run_1/layer_met1.png
(8 px per um) Cells faint in the background.
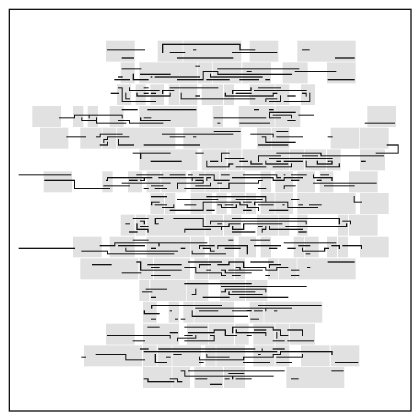
run_1/layer_met2.png
(10 px per um)
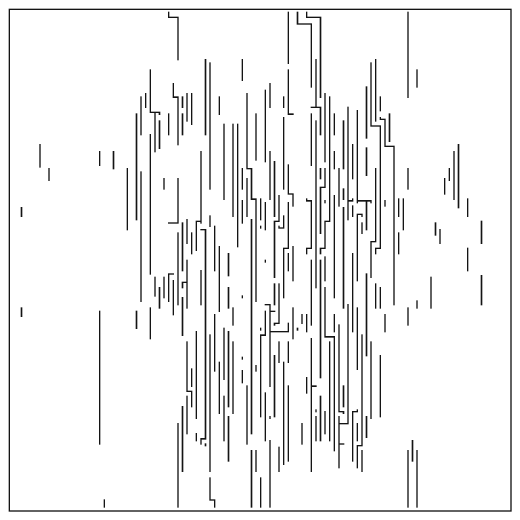
run_1/layer_met3.png
(6 px per um) Cells faint in the background.
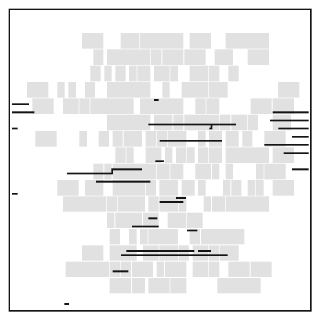
run_1/congestion.png
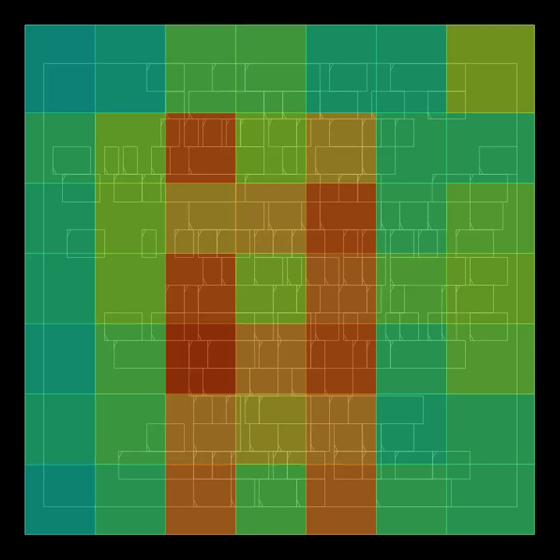
[config.mk]
export PLATFORM = sky130hd
export DESIGN_NAME = agc_mct_sequencer
export DESIGN_NICKNAME = d
export VERILOG_FILES = /design/src/rtl/agc_pkg.sv /design/src/rtl/agc_tp_counter.sv /design/src/rtl/agc_mct_sequencer.sv
export SDC_FILE = /design/constraint.sdc
export NUM_CORES = 1
export LEC_CHECK = 0
export CAP_MARGIN = 40
export CORE_MARGIN = 1.5
export CORE_UTILIZATION = 40
export DETAILED_ROUTE_END_ITERATION = 12
export HOLD_SLACK_MARGIN = 0.15
export PLACE_DENSITY = 0.79
export RECOVER_POWER = 25
export SYNTH_ARGS = -nofsm -noshare
export SYNTH_HDL_FRONTEND = slang
export SYNTH_SLANG_ARGS = --single-unit
[constraint.sdc]
create_clock -name clk -period 3.8 [get_ports clk]
set_input_delay 0.38 -clock clk [delete_from_list [all_inputs] [get_ports clk]]
set_output_delay 0.38 -clock clk [all_outputs]
set_load 0.01 [all_outputs]
[src/rtl/agc_pkg.sv]
// Shared constants for the Apollo CPU datapath: MCT sequencer states and timepulse layout.
// The decode FSM imports the same timing constants so both agree on strobe positions.
package agc_pkg;

  localparam int TP_PER_MCT = 12;
  localparam int MAX_MCT    = 6;
  localparam int MCT_W      = 3;
  localparam int TP_W       = 4;
  localparam int RD_TP      = 4;
  localparam int WR_TP      = 10;

  typedef enum logic [1:0] {
    S_IDLE = 2'd0,
    S_RUN  = 2'd1,
    S_HOLD = 2'd2,
    S_RUPT = 2'd3
  } state_t;

  // A zero-length request still needs one MCT; oversize requests saturate.
  function automatic logic [MCT_W-1:0] clamp_len(input logic [MCT_W-1:0] len);
    if (len == '0) return MCT_W'(1);
    if (len > MCT_W'(MAX_MCT)) return MCT_W'(MAX_MCT);
    return len;
  endfunction

endpackage

[src/rtl/agc_tp_counter.sv]
// Timepulse counter: wraps 1..TP_PER_MCT, 0 when cleared.
// Priority is clear, then load-1, then hold, then advance.
module agc_tp_counter
  import agc_pkg::*;
(
  input  logic            clk,
  input  logic            rst,
  input  logic            i_clr,
  input  logic            i_load1,
  input  logic            i_hold,
  output logic [TP_W-1:0] o_tp,
  output logic            o_wrap
);

  logic [TP_W-1:0] r_tp;

  always_ff @(posedge clk) begin
    if (rst || i_clr) begin
      r_tp <= '0;
    end else if (i_load1) begin
      r_tp <= TP_W'(1);
    end else if (!i_hold) begin
      r_tp <= (r_tp == TP_W'(TP_PER_MCT)) ? TP_W'(1) : r_tp + 1'b1;
    end
  end

  assign o_tp   = r_tp;
  assign o_wrap = (r_tp == TP_W'(TP_PER_MCT));

endmodule

[src/rtl/agc_mct_sequencer.sv]
// MCT sequencer: steps T1..T12 per memory cycle, stretches on memory stall,
// tracks EXTEND and inserts a one-MCT interrupt entry between instructions.
module agc_mct_sequencer
  import agc_pkg::*;
(
  input  logic             clk,
  input  logic             rst,
  input  logic             i_start,
  input  logic [MCT_W-1:0] i_mct_len,
  input  logic             i_extend_req,
  input  logic             i_stall,
  input  logic             i_int_pending,
  input  logic             i_int_inhibit,
  output logic [TP_W-1:0]  o_tp,
  output logic [MCT_W-1:0] o_mct,
  output logic             o_rd_en,
  output logic             o_wr_en,
  output logic             o_sub_done,
  output logic             o_busy,
  output logic             o_in_rupt,
  output logic             o_int_ack,
  output logic             o_extend_flag
);

  state_t           r_state;
  logic [MCT_W-1:0] r_mct;
  logic [MCT_W-1:0] r_len;
  logic             r_hold_rupt;
  logic             r_extend_flag;

  logic [TP_W-1:0]  w_tp;
  logic             w_wrap;
  logic             w_at_strobe;
  logic             w_last_mct;
  logic             w_rupt_ok;
  logic             w_start_acc;
  logic             w_stall_now;
  logic             w_going_idle;

  assign w_at_strobe = (w_tp == TP_W'(RD_TP)) || (w_tp == TP_W'(WR_TP));
  assign w_last_mct  = (r_mct == r_len);
  // The extend term uses the flag value being latched at this boundary, so an
  // EXTEND blocks interrupt entry only at its own boundary, not the next one.
  assign w_rupt_ok   = i_int_pending & ~i_int_inhibit & ~i_extend_req;
  assign w_start_acc = (r_state == S_IDLE) & i_start;
  assign w_stall_now = ((r_state == S_RUN) || (r_state == S_RUPT)) & w_at_strobe & i_stall;
  assign w_going_idle = w_wrap & (((r_state == S_RUN) & w_last_mct & ~w_rupt_ok) |
                                  (r_state == S_RUPT));

  agc_tp_counter u_tp (
    .clk     (clk),
    .rst     (rst),
    .i_clr   (w_going_idle | ((r_state == S_IDLE) & ~i_start)),
    .i_load1 (w_start_acc),
    .i_hold  (w_stall_now | ((r_state == S_HOLD) & i_stall)),
    .o_tp    (w_tp),
    .o_wrap  (w_wrap)
  );

  always_ff @(posedge clk) begin
    if (rst) begin
      r_state       <= S_IDLE;
      r_mct         <= '0;
      r_len         <= '0;
      r_hold_rupt   <= 1'b0;
      r_extend_flag <= 1'b0;
    end else begin
      case (r_state)
        S_IDLE: begin
          if (i_start) begin
            r_state <= S_RUN;
            r_mct   <= MCT_W'(1);
            r_len   <= clamp_len(i_mct_len);
          end
        end
        S_RUN: begin
          if (w_stall_now) begin
            r_state     <= S_HOLD;
            r_hold_rupt <= 1'b0;
          end else if (w_wrap) begin
            if (!w_last_mct) begin
              r_mct <= r_mct + 1'b1;
            end else begin
              r_extend_flag <= i_extend_req;
              if (w_rupt_ok) begin
                r_state <= S_RUPT;
                r_mct   <= MCT_W'(1);
              end else begin
                r_state <= S_IDLE;
                r_mct   <= '0;
              end
            end
          end
        end
        S_HOLD: begin
          if (!i_stall) r_state <= r_hold_rupt ? S_RUPT : S_RUN;
        end
        S_RUPT: begin
          if (w_stall_now) begin
            r_state     <= S_HOLD;
            r_hold_rupt <= 1'b1;
          end else if (w_wrap) begin
            r_state <= S_IDLE;
            r_mct   <= '0;
          end
        end
        default: r_state <= S_IDLE;
      endcase
    end
  end

  assign o_tp          = w_tp;
  assign o_mct         = r_mct;
  assign o_rd_en       = (r_state != S_IDLE) && (w_tp == TP_W'(RD_TP));
  assign o_wr_en       = (r_state != S_IDLE) && (w_tp == TP_W'(WR_TP));
  assign o_sub_done    = (r_state == S_RUN) && w_wrap && w_last_mct;
  assign o_busy        = (r_state != S_IDLE);
  assign o_in_rupt     = (r_state == S_RUPT) || ((r_state == S_HOLD) && r_hold_rupt);
  assign o_int_ack     = (r_state == S_RUPT) && w_wrap;
  assign o_extend_flag = r_extend_flag;

endmodule
==> impl_metrics.yaml, run 1 <==
# implementation run metrics
pwr:
  comb_power_share: 0.186
  p_leak_uw: 0.000400
  comb_cell_power_uw: 61.9
  maxPowerGroup: "registers"
  p_switching_uw: 93.3
  internal-power_uw: 239
  ir_worst_vdd_mv: 0.149
placed_design:
  portBuffers: 23
  gp_congestion: 0.810
  dp_slack_ns: 1.65
  hpwl_mm: 1.58
floorplan:
  fp_util: 0.437
  io_pins: 24
  die_h_um: 50.0
  dieArea_sq_um: 2500
  design.core.area_sq_um: 2020
clocking:
  cts_root_buf: "clkbuf_4"
  cts_made_buffers: 3
  cts-hold-fix-buffers: 0
  htreeDepth: 1
  clk_latency_ns: 0.28
  cts.sinks: 14
  cts_resized: 0
  postCtsSetupRepairBufs: 0
  cts_tree: "yes"
routing:
  top_layer_used: "met4"
  routedWlPerCell_um: 13.6
  ant_nets: 0
  viasPerCell: 5.82
  dr.pass1.iters: 4
  drc: 0
  met2WireLength_mm: 1.04
timing:
  hold_viol: 0
  setup_slack_ns: 1.31
  fin_skew_ns: 0.000764
  rsz0062_at_grt: "no"
  period_used_share: 0.656
synth:
  netlist_area_sq_um: 885
  ys_sh_mux: 0
  ys_area_sq_um: 885
  synth_cell_types: 36
  synthArstFlopShare: 0
  syn_avg_cell_area_sq_um: 7.76
  synthFlopType: "dfxtp_1"
  synth_seq_share: 0.317
  ys_cells: 114
  enable_flop_cells: 0
  synthXorXnorAreaFrac: 0.0297
critical_path:
  rrSetupSlack_ns: 2.01
  endpoint: "o_sub_done"
  critPathLaunch: "u_tp.o_tp[0]"
  r2r-end: "r_state[0]"
  critPathBufInv: 2
  end_kind: "output pin"
  regToRegStartpoint: "u_tp.o_tp[0]"
cells_and_area:
  area_growth_pct: 31.3
  stdcell_count: 163
  finalInstanceArea_sq_um: 1160
  most-common-layout-cells: "19 x clkdlybuf4s50_1, 14 x a21oi_1, 14 x dfxtp_1"
  layout-drive-gt1-share: 0.0662
  insertedDiodeCount: 0
status:
  status: "completed"
global_route:
  grt_start_max_net_pins: 13
  grt_pass1_wl_mm: 3.71
  grt-ovfl-total: 0
  grt_use_total: 0.191
flow_run:
  maxCapViolations: 0
worst_hold_path:
  holdPathEnd: "o_extend_flag"
  min_from: "o_extend_flag"
-- layer_met1.png (at the start) --
- wire length on this layer: 1,000 um
- nets with wire on the layer: 132
- longest straight run: 16.6 um
- share of all routed wire: 45%
Routed WL: 2.22 mm
grt met1 use: 0.256
DR vias: 948

-- layer_met2.png (at the start) --
- nets with wire on the layer: 121
- share of all routed wire: 47%
- main direction: vertical
- wire length on this layer: 1,040 um
- longest straight run: 21.4 um
met2 GRT Util: 0.307

-- layer_met3.png (at the start) --
- longest straight run: 17.5 um
- wire length on this layer: 133 um
- nets with wire on the layer: 24
- main direction: horizontal
met3 usage: 0.0182

-- congestion.png (at the start) --
Final Util: 0.574
GRT Max-Usage Layer: met2

## run 1: final cells by class
cell class | count | area, sq um
clock buffer | 4 | 36.3
fill | 188 | 861
inverter | 5 | 18.8
multi-input combinational | 90 | 562
sequential | 14 | 280
tap | 27 | 33.8
timing repair buffer | 23 | 230
## run 1: cells by family (layout without fill, tap and decap cells)
logic type / after synthesis / count (layout)
flip-flops: 14 / 14
buffers and inverters: 10 / 32
AND/OR/NAND/NOR: 51 / 51
AND-OR/OR-AND: 32 / 32
XOR/XNOR: 3 / 3
adder cells (fa/ha/maj): 4 / 4
## run 1: registers in the layout (all words and copies together), names as in the netlist
signal / count
o_extend_flag: 1
o_mct: 3
r_len: 3
u_tp.o_tp: 4
r_hold_rupt: 1
r_state: 2
run_1/io_placement.png
(10 px per um) Pins as bars across the die edge, other pins in grey.
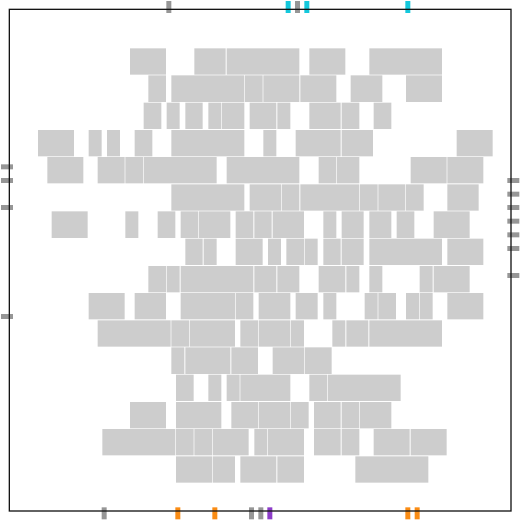

==> inputs of run 2 (changes only) <==
==> constraint.sdc (replaced) <==
create_clock -name clk -period 2.5 [get_ports clk]
set_input_delay 0.25 -clock clk [delete_from_list [all_inputs] [get_ports clk]]
set_output_delay 0.25 -clock clk [all_outputs]
set_load 0.01 [all_outputs]
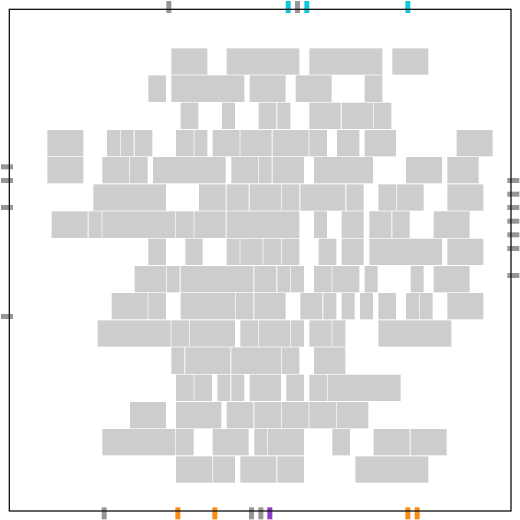
run_2/io_placement.png
(10 px per um) Pins as bars across the die edge, other pins in grey.
- o_mct: cyan (pins 3; direction output; edge top)
- i_stall: purple (pins 1; direction input; edge bottom)
- o_tp: orange (pins 4; direction output; edge bottom)
- all pins by edge: 8 bottom, 7 right, 5 top, 4 left
die width: 50.0 um
IO buf count: 23
die height: 50.0 um

==> run 2 against run 1 <==
Compared with the run above: synthesized area unchanged; global-route usage decreased by 1.1 points; sequential power rose by 52%; clock skew hardly changed; routed wire length shrank 4.6%; cell count did not move; combinational power up 51%; sequential share of layout area unchanged; hold slack got worse by 0.0022 ns; register-to-register slack got worse by 1.3 ns; first-iteration DRC count is 28% lower; largest power group unchanged; highest routed layer unchanged.
==> impl_metrics.yaml, run 2 <==
# implementation run metrics
clocking:
  postCtsSetupRepairBufs: 0
  cts_tree: "yes"
  cts_made_buffers: 3
  cts_root_buf: "clkbuf_4"
  clk_latency_ns: 0.27
  cts.sinks: 14
flow_run:
  maxCapViolations: 0
global_route:
  grt_pass1_wl_mm: 3.51
  use_met3: 0.0273
  busiest_layer: "met2"
  grt-ovfl-total: 0
  grt_start_max_net_pins: 13
cells_and_area:
  insertedDiodeCount: 0
  layout-drive-gt1-share: 0.0662
  largest_reg_flops: 4
  most-common-layout-cells: "18 x clkdlybuf4s50_1, 14 x a21oi_1, 14 x dfxtp_1"
  final_core_util: 0.574
  area_growth_pct: 31.3
  fillers: 187
pwr:
  maxPowerGroup: "registers"
  p_leak_uw: 0.000401
  comb_cell_power_uw: 93.4
  p_switching_uw: 137
  comb_power_share: 0.187
  internal-power_uw: 363
timing:
  rsz0062_at_grt: "no"
  fin_skew_ns: 0.000870
critical_path:
  r2r-end: "r_state[0]"
  end_kind: "output pin"
  critPathLaunch: "u_tp.o_tp[0]"
  endpoint: "o_sub_done"
  regToRegStartpoint: "u_tp.o_tp[0]"
  critPathBufInv: 2
  rrSetupSlack_ns: 0.73
synth:
  synthFlopType: "dfxtp_1"
  ys_area_sq_um: 885
  netlist_area_sq_um: 885
  synthArstFlopShare: 0
  synthXorXnorAreaFrac: 0.0297
  syn_avg_cell_area_sq_um: 7.76
routing:
  met2WireLength_um: 987
  drc: 0
  viasPerCell: 5.68
  ant_nets: 0
  top_layer_used: "met4"
  routedWlPerCell_um: 13.0
  dr.pass1.iters: 4
floorplan:
  design.core.area_sq_um: 2020
  dieArea_sq_um: 2500
  fp_util: 0.437
worst_hold_path:
  holdPathEnd: "o_extend_flag"
placed_design:
  hpwl_mm: 1.61
status:
  status: "completed"
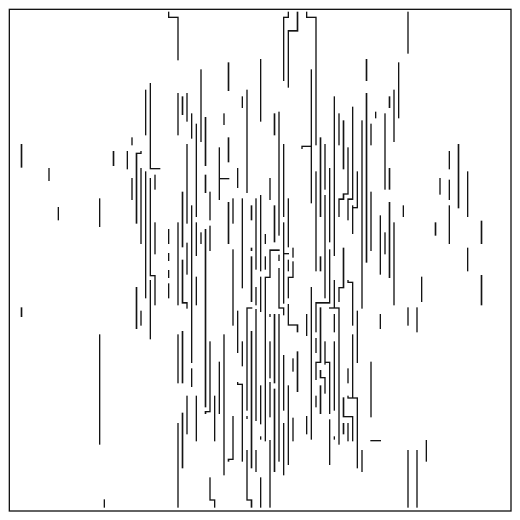
run_2/layer_met2.png
(10 px per um)
- main direction: vertical
- share of all routed wire: 47%
- longest straight run: 18.7 um
DR vias: 926
Routed WL: 2.12 mm
met2 GRT Util: 0.281

-- run 2: layout make-up --
class	count	area [sq um]	share of cell area
sequential	14	280	0.241
tap	27	33.8	0.0291
inverter	5	18.8	0.0162
timing repair buffer	23	230	0.198
clock buffer	4	36.3	0.0313
multi-input combinational	90	562	0.484
-- run 2: through the flow --
| stage | std cells | worst slack (ns) | area, sq um |
|---|---|---|---|
| floorplan | 114 | 0.896 | 885 |
| CTS | 163 | 0.162 | 1160 |
| detailed placement | 159 | 0.486 | 1120 |
| global route | 163 | 0.0482 | 1160 |
| global placement | 159 | 0.546 | 1120 |
| finish | 163 | 0.178 | 1160 |
run_2/layer_met3.png
(6 px per um) Cells faint in the background.
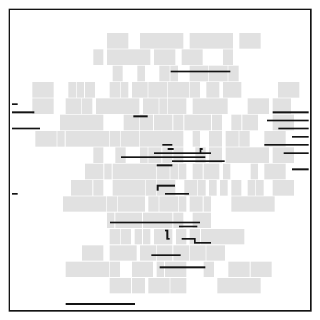

==> inputs of run 3 (changes only) <==
--- a/config.mk
+++ b/config.mk
@@ -6,11 +6,10 @@
 export NUM_CORES = 1
 export LEC_CHECK = 0
 export CAP_MARGIN = 40
-export CORE_MARGIN = 1.5
-export CORE_UTILIZATION = 40
+export CORE_UTILIZATION = 47
 export DETAILED_ROUTE_END_ITERATION = 12
 export HOLD_SLACK_MARGIN = 0.15
-export PLACE_DENSITY = 0.79
+export PLACE_DENSITY = 0.89
 export RECOVER_POWER = 25
 export SYNTH_ARGS = -nofsm -noshare
 export SYNTH_HDL_FRONTEND = slang
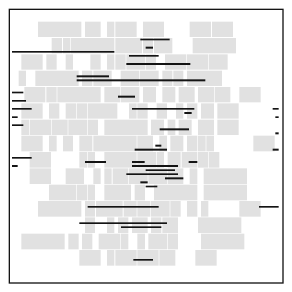
run_3/layer_met3.png
(6 px per um) Cells faint in the background.
- main direction: horizontal
- nets with wire on the layer: 32
- share of all routed wire: 7.4%
- longest straight run: 21.2 um
DR vias: 989
Routed WL: 2.33 mm

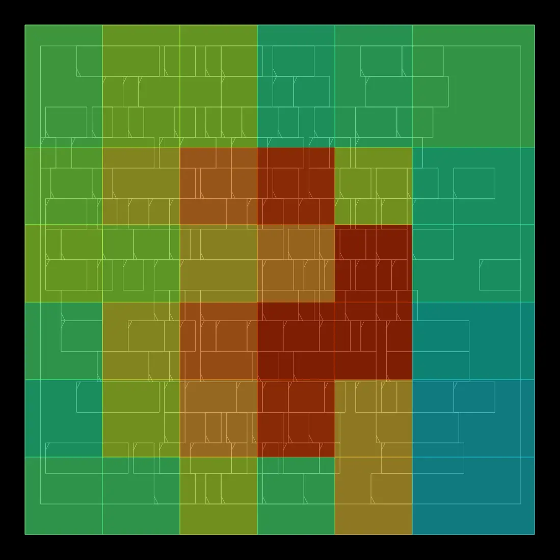
run_3/congestion.png
met2 GRT Util: 0.360
DR WL/cell: 14.2 um

==> run 3 against run 2 <==
Compared with the run above: first-iteration DRC count is 22% higher; routed wire length is 10% higher; fmax is 3.7% lower; sequential cell count stayed put; largest power group unchanged; synthesized area stayed put; critical path depth is 1 higher; utilization is 10 points higher.
==> impl_metrics.yaml, run 3 <==
# implementation run metrics
placed_design:
  portBuffers: 23
  hpwl_mm: 1.66
  placed_area_sq_um: 1120
  gp_congestion: 0.812
  dp_cells: 157
  dp_slack_ns: 0.445
synth:
  netlist_area_sq_um: 885
  ys_area_sq_um: 885
  ys_cells: 114
  synthArstFlopShare: 0
  synthFlopType: "dfxtp_1"
  synthXorXnorAreaFrac: 0.0297
  syn_avg_cell_area_sq_um: 7.76
  synth_cell_types: 36
  enable_flop_cells: 0
  ys_sh_mux: 0
cells_and_area:
  layout-drive-gt1-share: 0.0863
  insertedDiodeCount: 0
  largest_reg_flops: 4
  finalInstanceArea_sq_um: 1180
  most-common-layout-cells: "19 x clkdlybuf4s50_1, 14 x a21oi_1, 14 x dfxtp_1"
  fillers: 166
routing:
  viasPerCell: 6.03
  drc: 0
  dr.pass1.iters: 4
  top_layer_used: "met4"
  ant_nets: 0
clocking:
  cts_resized: 0
  htreeDepth: 1
  cts_root_buf: "clkbuf_4"
  cts_made_buffers: 3
  cts_tree: "yes"
floorplan:
  dieArea_sq_um: 2060
  io_pins: 24
  fp_util: 0.507
  fp.dieW_um: 45.4
  die_h_um: 45.4
  design.core.area_sq_um: 1750
critical_path:
  regToRegStartpoint: "u_tp.o_tp[0]"
  end_kind: "output pin"
  critPathLaunch: "u_tp.o_tp[0]"
  endpoint: "o_int_ack"
  r2r-end: "u_tp.o_tp[2]"
  rrSetupSlack_ns: 0.66
flow_run:
  maxCapViolations: 0
worst_hold_path:
  holdPathEnd: "r_len[1]"
  min_from: "r_len[1]"
global_route:
  grt_use_met1: 0.330
  busiest_layer: "met2"
  grt_use_total: 0.243
  use_met3: 0.0595
  grt_pass1_wl_mm: 3.49
status:
  status: "completed"
timing:
  period_used_share: 0.964
  fin_skew_ns: 0.00759
pwr:
  ir_worst_vdd_mv: 0.308
==> run 3: area by class of cell <==
cell class	instances	area, sq um	area share
Multi-Input combinational cell	90	562	0.476
Inverter	5	18.8	0.0159
Clock buffer	4	36.3	0.0307
Sequential cell	14	280	0.237
Timing Repair Buffer	26	253	0.214
Tap cell	25	31.3	0.0265
==> run 3: worst register-to-register path: cells and delay by family (launching register included) <==
| kind | cells | cell delay (ns) |
|---|---|---|
| flops | 1 | 0.37 |
| compound gates | 2 | 0.49 |
| buf+inv | 2 | 0.31 |
| fa+ha+maj | 1 | 0.29 |
| simple gates | 1 | 0.25 |
==> run 3: power by group <==
part	internal (uW)	switching [uW]
logic	43.6	51.4
registers	231	10.1
clock network	88.9	80.8
total	363	142
Power figures rest on the tool's default switching activity, not on a simulated workload.
